Fig. 1: a small window of the routed layout
The bar under the picture is 20 µm long. Window x 7 to 57, y 8 to 58 µm. Cells in grey, sequential cells in the stronger grey; small squares are vias.
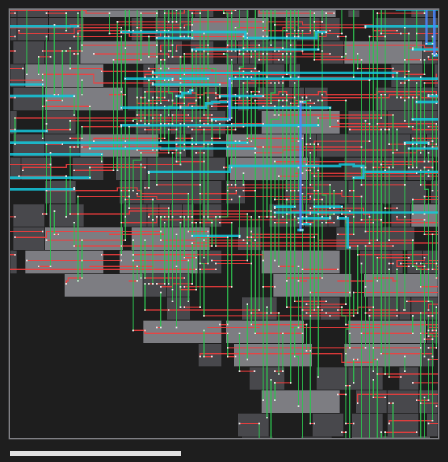
Fig. 2: routed metal, one colour a layer
The bar under the picture is 50 µm long. Only two layers are drawn.
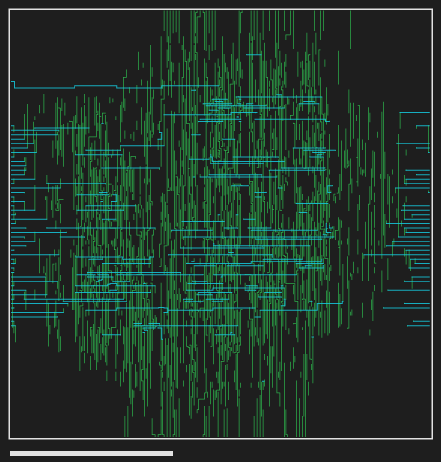
Fig. 3: routed metal per tile
The bar under the picture is 50 µm long. The die is cut into 26 by 26 equal tiles; black is low, pale yellow is high, scaled to the fullest tile. Values are wire area over tile area, all layers added.
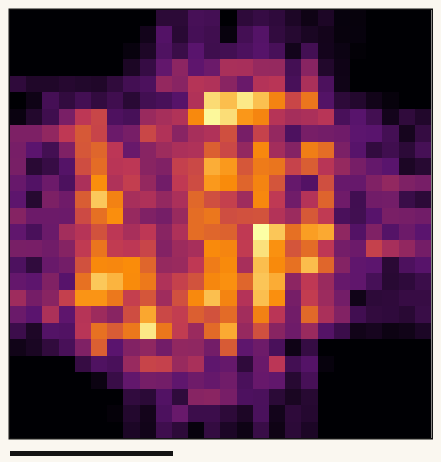
`src/rtl/cmp_iter_if.sv`:
```
// Handshake and operand/result bundle for the iterative magnitude comparator.
// The master side issues operands and consumes results; the slave side is the comparator.
interface cmp_iter_if #(
    parameter int unsigned WIDTH = 32
);
    logic             in_valid;
    logic             in_ready;
    logic [WIDTH-1:0] a;
    logic [WIDTH-1:0] b;
    logic             is_signed;
    logic             out_valid;
    logic             out_ready;
    logic             lt;
    logic             eq;
    logic             gt;
    logic [WIDTH-1:0] max_o;
    logic [WIDTH-1:0] min_o;

    modport master (
        output in_valid, a, b, is_signed, out_ready,
        input  in_ready, out_valid, lt, eq, gt, max_o, min_o
    );

    modport slave (
        input  in_valid, a, b, is_signed, out_ready,
        output in_ready, out_valid, lt, eq, gt, max_o, min_o
    );
endinterface

```
`src/rtl/cmp_iter.sv`:
```
// Iterative magnitude comparator: scans SLICE bits per cycle from the MSB down and stops
// at the first differing slice, returning one-hot lt/eq/gt plus the max and min operand.
module cmp_iter #(
    parameter int unsigned WIDTH = 32,
    parameter int unsigned SLICE = 8
) (
    input logic       clk,
    input logic       rst,
    cmp_iter_if.slave bus
);
    localparam int unsigned NSLICE = WIDTH / SLICE;
    localparam int unsigned IDX_W  = (NSLICE > 1) ? $clog2(NSLICE) : 1;
    localparam logic [WIDTH-1:0] MSB_MASK = WIDTH'(1) << (WIDTH - 1);

    if ((WIDTH % SLICE) != 0) begin : g_bad_slice
        $error("cmp_iter: WIDTH must be a multiple of SLICE");
    end

    typedef enum logic [1:0] {
        StIdle,
        StScan,
        StDone
    } state_e;

    state_e             state_q;
    logic [IDX_W-1:0]   idx_q;
    logic [WIDTH-1:0]   a_q, b_q;
    logic [WIDTH-1:0]   ka_q, kb_q;
    logic               out_valid_q;
    logic               lt_q, eq_q, gt_q;
    logic [WIDTH-1:0]   max_q, min_q;
    logic [SLICE-1:0]   slice_a, slice_b;

    always_comb begin
        slice_a = ka_q[int'(idx_q) * SLICE +: SLICE];
        slice_b = kb_q[int'(idx_q) * SLICE +: SLICE];
    end

    always_ff @(posedge clk or posedge rst) begin
        if (rst) begin
            state_q     <= StIdle;
            idx_q       <= '0;
            a_q         <= '0;
            b_q         <= '0;
            ka_q        <= '0;
            kb_q        <= '0;
            out_valid_q <= 1'b0;
            lt_q        <= 1'b0;
            eq_q        <= 1'b0;
            gt_q        <= 1'b0;
            max_q       <= '0;
            min_q       <= '0;
        end else begin
            unique case (state_q)
                StIdle: begin
                    if (bus.in_valid) begin
                        a_q     <= bus.a;
                        b_q     <= bus.b;
                        // Flipping the sign bit maps two's-complement order onto unsigned order
                        ka_q    <= bus.is_signed ? (bus.a ^ MSB_MASK) : bus.a;
                        kb_q    <= bus.is_signed ? (bus.b ^ MSB_MASK) : bus.b;
                        idx_q   <= IDX_W'(NSLICE - 1);
                        state_q <= StScan;
                    end
                end
                StScan: begin
                    if (slice_a != slice_b) begin
                        if (slice_a < slice_b) begin
                            lt_q  <= 1'b1;
                            max_q <= b_q;
                            min_q <= a_q;
                        end else begin
                            gt_q  <= 1'b1;
                            max_q <= a_q;
                            min_q <= b_q;
                        end
                        out_valid_q <= 1'b1;
                        state_q     <= StDone;
                    end else if (idx_q == '0) begin
                        eq_q        <= 1'b1;
                        max_q       <= a_q;
                        min_q       <= a_q;
                        out_valid_q <= 1'b1;
                        state_q     <= StDone;
                    end else begin
                        idx_q <= idx_q - IDX_W'(1);
                    end
                end
                StDone: begin
                    if (bus.out_ready) begin
                        out_valid_q <= 1'b0;
                        lt_q        <= 1'b0;
                        eq_q        <= 1'b0;
                        gt_q        <= 1'b0;
                        state_q     <= StIdle;
                    end
                end
                default: state_q <= StIdle;
            endcase
        end
    end

    // in_ready must drop while rst is held, even though the state already reads idle
    assign bus.in_ready  = (state_q == StIdle) && !rst;
    assign bus.out_valid = out_valid_q;
    assign bus.lt        = lt_q;
    assign bus.eq        = eq_q;
    assign bus.gt        = gt_q;
    assign bus.max_o     = max_q;
    assign bus.min_o     = min_q;
endmodule

```
`src/flat_wrapper.sv`:
```
// flat-port wrapper written by rule: the top's interface ports become plain ports
module cmp_iter_flat 
#(
    parameter int unsigned WIDTH = 32,
    parameter int unsigned SLICE = 8
)
  (clk, rst, bus_in_valid, bus_a, bus_b, bus_is_signed, bus_out_ready, bus_in_ready, bus_out_valid, bus_lt, bus_eq, bus_gt, bus_max_o, bus_min_o);
  cmp_iter_if #(.WIDTH(WIDTH)) bus_i ();
  input logic clk;
  input logic rst;
  input wire logic [$bits(bus_i.in_valid)-1:0] bus_in_valid;
  input wire logic [$bits(bus_i.a)-1:0] bus_a;
  input wire logic [$bits(bus_i.b)-1:0] bus_b;
  input wire logic [$bits(bus_i.is_signed)-1:0] bus_is_signed;
  input wire logic [$bits(bus_i.out_ready)-1:0] bus_out_ready;
  output wire logic [$bits(bus_i.in_ready)-1:0] bus_in_ready;
  output wire logic [$bits(bus_i.out_valid)-1:0] bus_out_valid;
  output wire logic [$bits(bus_i.lt)-1:0] bus_lt;
  output wire logic [$bits(bus_i.eq)-1:0] bus_eq;
  output wire logic [$bits(bus_i.gt)-1:0] bus_gt;
  output wire logic [$bits(bus_i.max_o)-1:0] bus_max_o;
  output wire logic [$bits(bus_i.min_o)-1:0] bus_min_o;
  assign bus_i.in_valid = bus_in_valid;
  assign bus_i.a = bus_a;
  assign bus_i.b = bus_b;
  assign bus_i.is_signed = bus_is_signed;
  assign bus_i.out_ready = bus_out_ready;
  assign bus_in_ready = bus_i.in_ready;
  assign bus_out_valid = bus_i.out_valid;
  assign bus_lt = bus_i.lt;
  assign bus_eq = bus_i.eq;
  assign bus_gt = bus_i.gt;
  assign bus_max_o = bus_i.max_o;
  assign bus_min_o = bus_i.min_o;
  cmp_iter #(.WIDTH(WIDTH), .SLICE(SLICE)) u_core (.clk(clk), .rst(rst), .bus(bus_i));
endmodule
```
`config.mk`:
```
export PLATFORM = sky130hd
export DESIGN_NAME = cmp_iter_flat
export DESIGN_NICKNAME = d
export VERILOG_FILES = /design/src/rtl/cmp_iter_if.sv /design/src/rtl/cmp_iter.sv /design/src/flat_wrapper.sv
export SDC_FILE = /design/constraint.sdc
export NUM_CORES = 1
export LEC_CHECK = 0
export CAP_MARGIN = 20
export CORE_AREA = 4 4 125 127
export CTS_CLUSTER_SIZE = 40
export DETAILED_ROUTE_END_ITERATION = 7
export DIE_AREA = 0 0 129 131
export HOLD_SLACK_MARGIN = 0.15
export PLACE_DENSITY = 0.82
export SETUP_SLACK_MARGIN = 0.02
export SYNTH_ARGS = -nofsm -noshare
export SYNTH_HDL_FRONTEND = slang
export SYNTH_SLANG_ARGS = --single-unit
```
`constraint.sdc`:
```
create_clock -name clk -period 4.4 [get_ports clk]
set_input_delay 0.44 -clock clk [delete_from_list [all_inputs] [get_ports clk]]
set_output_delay 0.44 -clock clk [all_outputs]
set_load 0.02 [all_outputs]
```
==> flow_summary.yaml <==
# physical design summary
outcome:
  result_of_the_run: "complete, no violations"
floorplanning:
  core_region_area_um2: 14400
  die-width_um: 129
  core.rowCount: 44
  fp_util_pct: 46.3
routing:
  dr_wl_met3_mm: 1.95
  dr_wl_met2_mm: 9.86
  post_drt_via_cell_ratio: 6.29
  drt_pre_antenna_iters: 5
  met1Wirelength_mm: 8.38
  drt.antenna.violating_nets: 0
  detail_route.drc_violations: 0
sta:
  unrepaired_setup_endpoints_after_global_routing: "no"
  fin_skew_ps: 9.70
  final-setup-viol-count: 0
  post-route-period-util_pct: 84.1
grt:
  grt_antenna_before_repair: 0
  met1_usage_in_global_routing_pct: 34.1
  globalRoute.totalOverflow: 0
  wire_length_of_the_first_global_routing_pass_mm: 31.8
  grt-busiest-layer: "met2"
placed_design:
  pre_cts_ws_ps: 727
  placed_cells: 858
yosys:
  synth_nets: 655
  synth_register_bits: 138
  edf_count: 0
  netlist_top_cells_area: "sky130_fd_sc_hd__dfrtp_1, sky130_fd_sc_hd__mux2_2, sky130_fd_sc_hd__o211ai_1, sky130_fd_sc_hd__nand2_1, sky130_fd_sc_hd__mux4_2"
  synthFlopType: "sky130_fd_sc_hd__dfrtp_1"
critical_path:
  worst_ep_required_time_ps: 4720
  largest_driver_fanout_on_the_critical_path: 28
  path_delay_family: "simple AND/OR/NAND/NOR gates"
  regToRegStartpoint: "u_core.idx_q[0]$_DFFE_PP0P_"
  worst_setup_path_start_kind: "register"
  r2r_end: "u_core.bus.max_o[6]$_DFFE_PP0P_"
  worst_path_most_repeated_cell: "sky130_fd_sc_hd__buf_4"
  crit_slowest_cell: "sky130_fd_sc_hd__o21ai_4"
worst_hold_path:
  min_path_cells: 2
  worstHoldStart: "u_core.kb_q[31]$_DFFE_PP0P_"
cts:
  tritoncts: "built"
  post_cts_resize_count: 0
  clock_insertion_delay_worst_skew_ps: 420
layout:
  final_area_um2: 8770
  layout-drive-gt1-share_pct: 21.3
run:
  maxCapViolCount: 0
Notes on Fig. 1 above:
green -> met2
cyan -> met3
blue -> met4
red -> met1
most frequent = dfrtp_1 (24), nand2_1 (23), o211ai_1 (21)
cells with their middle in the window = 135
netlist names of flops here include = `u_core.bus.min_o` (7), `u_core.bus.max_o` (6), `u_core.ka_q` (5)
sequential cells in the window = 24

Notes on Fig. 2 above:
cyan -> met3  # wire length 1950 µm
green -> met2  # wire length 9860 µm
total detailed-routing wirelength: 20.6 mm
vias: 5595
aggregate global-route resource usage: 24.9%
post-DR wirelength/cell: 23.2 µm

Notes on Fig. 3 above:
mean over tiles = 0.20
densest ninth of the die = middle
tiles over half the peak = 22%

## layout make-up
| class | instances | area (µm²) |
|---|---|---|
| Multi-Input combinational cell | 369 | 2980 |
| Clock inverter | 13 | 129 |
| Inverter | 16 | 62.6 |
| Sequential cell | 138 | 3450 |
| Clock buffer | 18 | 429 |
| Timing Repair Buffer | 151 | 1490 |
| Fill cell | 1123 | 5660 |
| Tap cell | 184 | 230 |
## cell usage after synthesis (2+ instances only)
master	count
sky130_fd_sc_hd__a21oi_1	7
sky130_fd_sc_hd__buf_1	9
sky130_fd_sc_hd__buf_2	18
sky130_fd_sc_hd__buf_6	3
sky130_fd_sc_hd__clkbuf_1	20
sky130_fd_sc_hd__dfrtp_1	138
sky130_fd_sc_hd__ha_1	12
sky130_fd_sc_hd__inv_1	16
sky130_fd_sc_hd__mux2_2	64
sky130_fd_sc_hd__mux4_2	16
sky130_fd_sc_hd__nand2_1	107
sky130_fd_sc_hd__nand4_1	35
sky130_fd_sc_hd__nor2_1	3
sky130_fd_sc_hd__o211ai_1	78
sky130_fd_sc_hd__o211ai_2	20
sky130_fd_sc_hd__o21ai_0	5
sky130_fd_sc_hd__o21ai_1	2
sky130_fd_sc_hd__o311ai_1	2
sky130_fd_sc_hd__or2_1	2
sky130_fd_sc_hd__xnor2_1	2
## logic make-up after synthesis
kind of cell / count (synthesis) / share of synthesized area (%)
DFF: 138 / 51.7
xor gates and xnor gates: 2 / 0.262
and+or+nand+nor: 150 / 9.90
buffers and inverters: 67 / 4.49
muxes: 82 / 16.5
adders and majority gates: 12 / 2.25
AOI/OAI and AO/OA: 123 / 15.0
## placed cells by master, fill, tap and decap left out, types with 2 or more instances in the layout
master / count
sky130_fd_sc_hd__o211ai_2: 20
sky130_fd_sc_hd__o311ai_1: 2
sky130_fd_sc_hd__clkbuf_16: 17
sky130_fd_sc_hd__o211ai_1: 78
sky130_fd_sc_hd__o21ai_0: 5
sky130_fd_sc_hd__mux2_2: 64
sky130_fd_sc_hd__dfrtp_1: 138
sky130_fd_sc_hd__or2_1: 2
sky130_fd_sc_hd__buf_4: 13
sky130_fd_sc_hd__mux4_2: 16
sky130_fd_sc_hd__nor2_1: 3
sky130_fd_sc_hd__xnor2_1: 2
sky130_fd_sc_hd__a21oi_1: 7
sky130_fd_sc_hd__clkdlybuf4s50_1: 137
sky130_fd_sc_hd__bufinv_16: 2
sky130_fd_sc_hd__clkinvlp_4: 4
sky130_fd_sc_hd__inv_1: 15
sky130_fd_sc_hd__nand4_1: 35
sky130_fd_sc_hd__o21ai_4: 2
sky130_fd_sc_hd__nand2_1: 106
sky130_fd_sc_hd__ha_1: 12
sky130_fd_sc_hd__clkinv_2: 6
## flip-flops by register name, indices dropped and copies added, names as in the netlist
signal                cells
u_core.a_q                1
u_core.bus.min_o         32
u_core.b_q               32
u_core.bus.out_valid      1
u_core.bus.eq             1
u_core.idx_q              2
u_core.bus.gt             1
u_core.state_q            2
u_core.bus.lt             1
u_core.kb_q               1
u_core.bus.max_o         32
u_core.ka_q              32
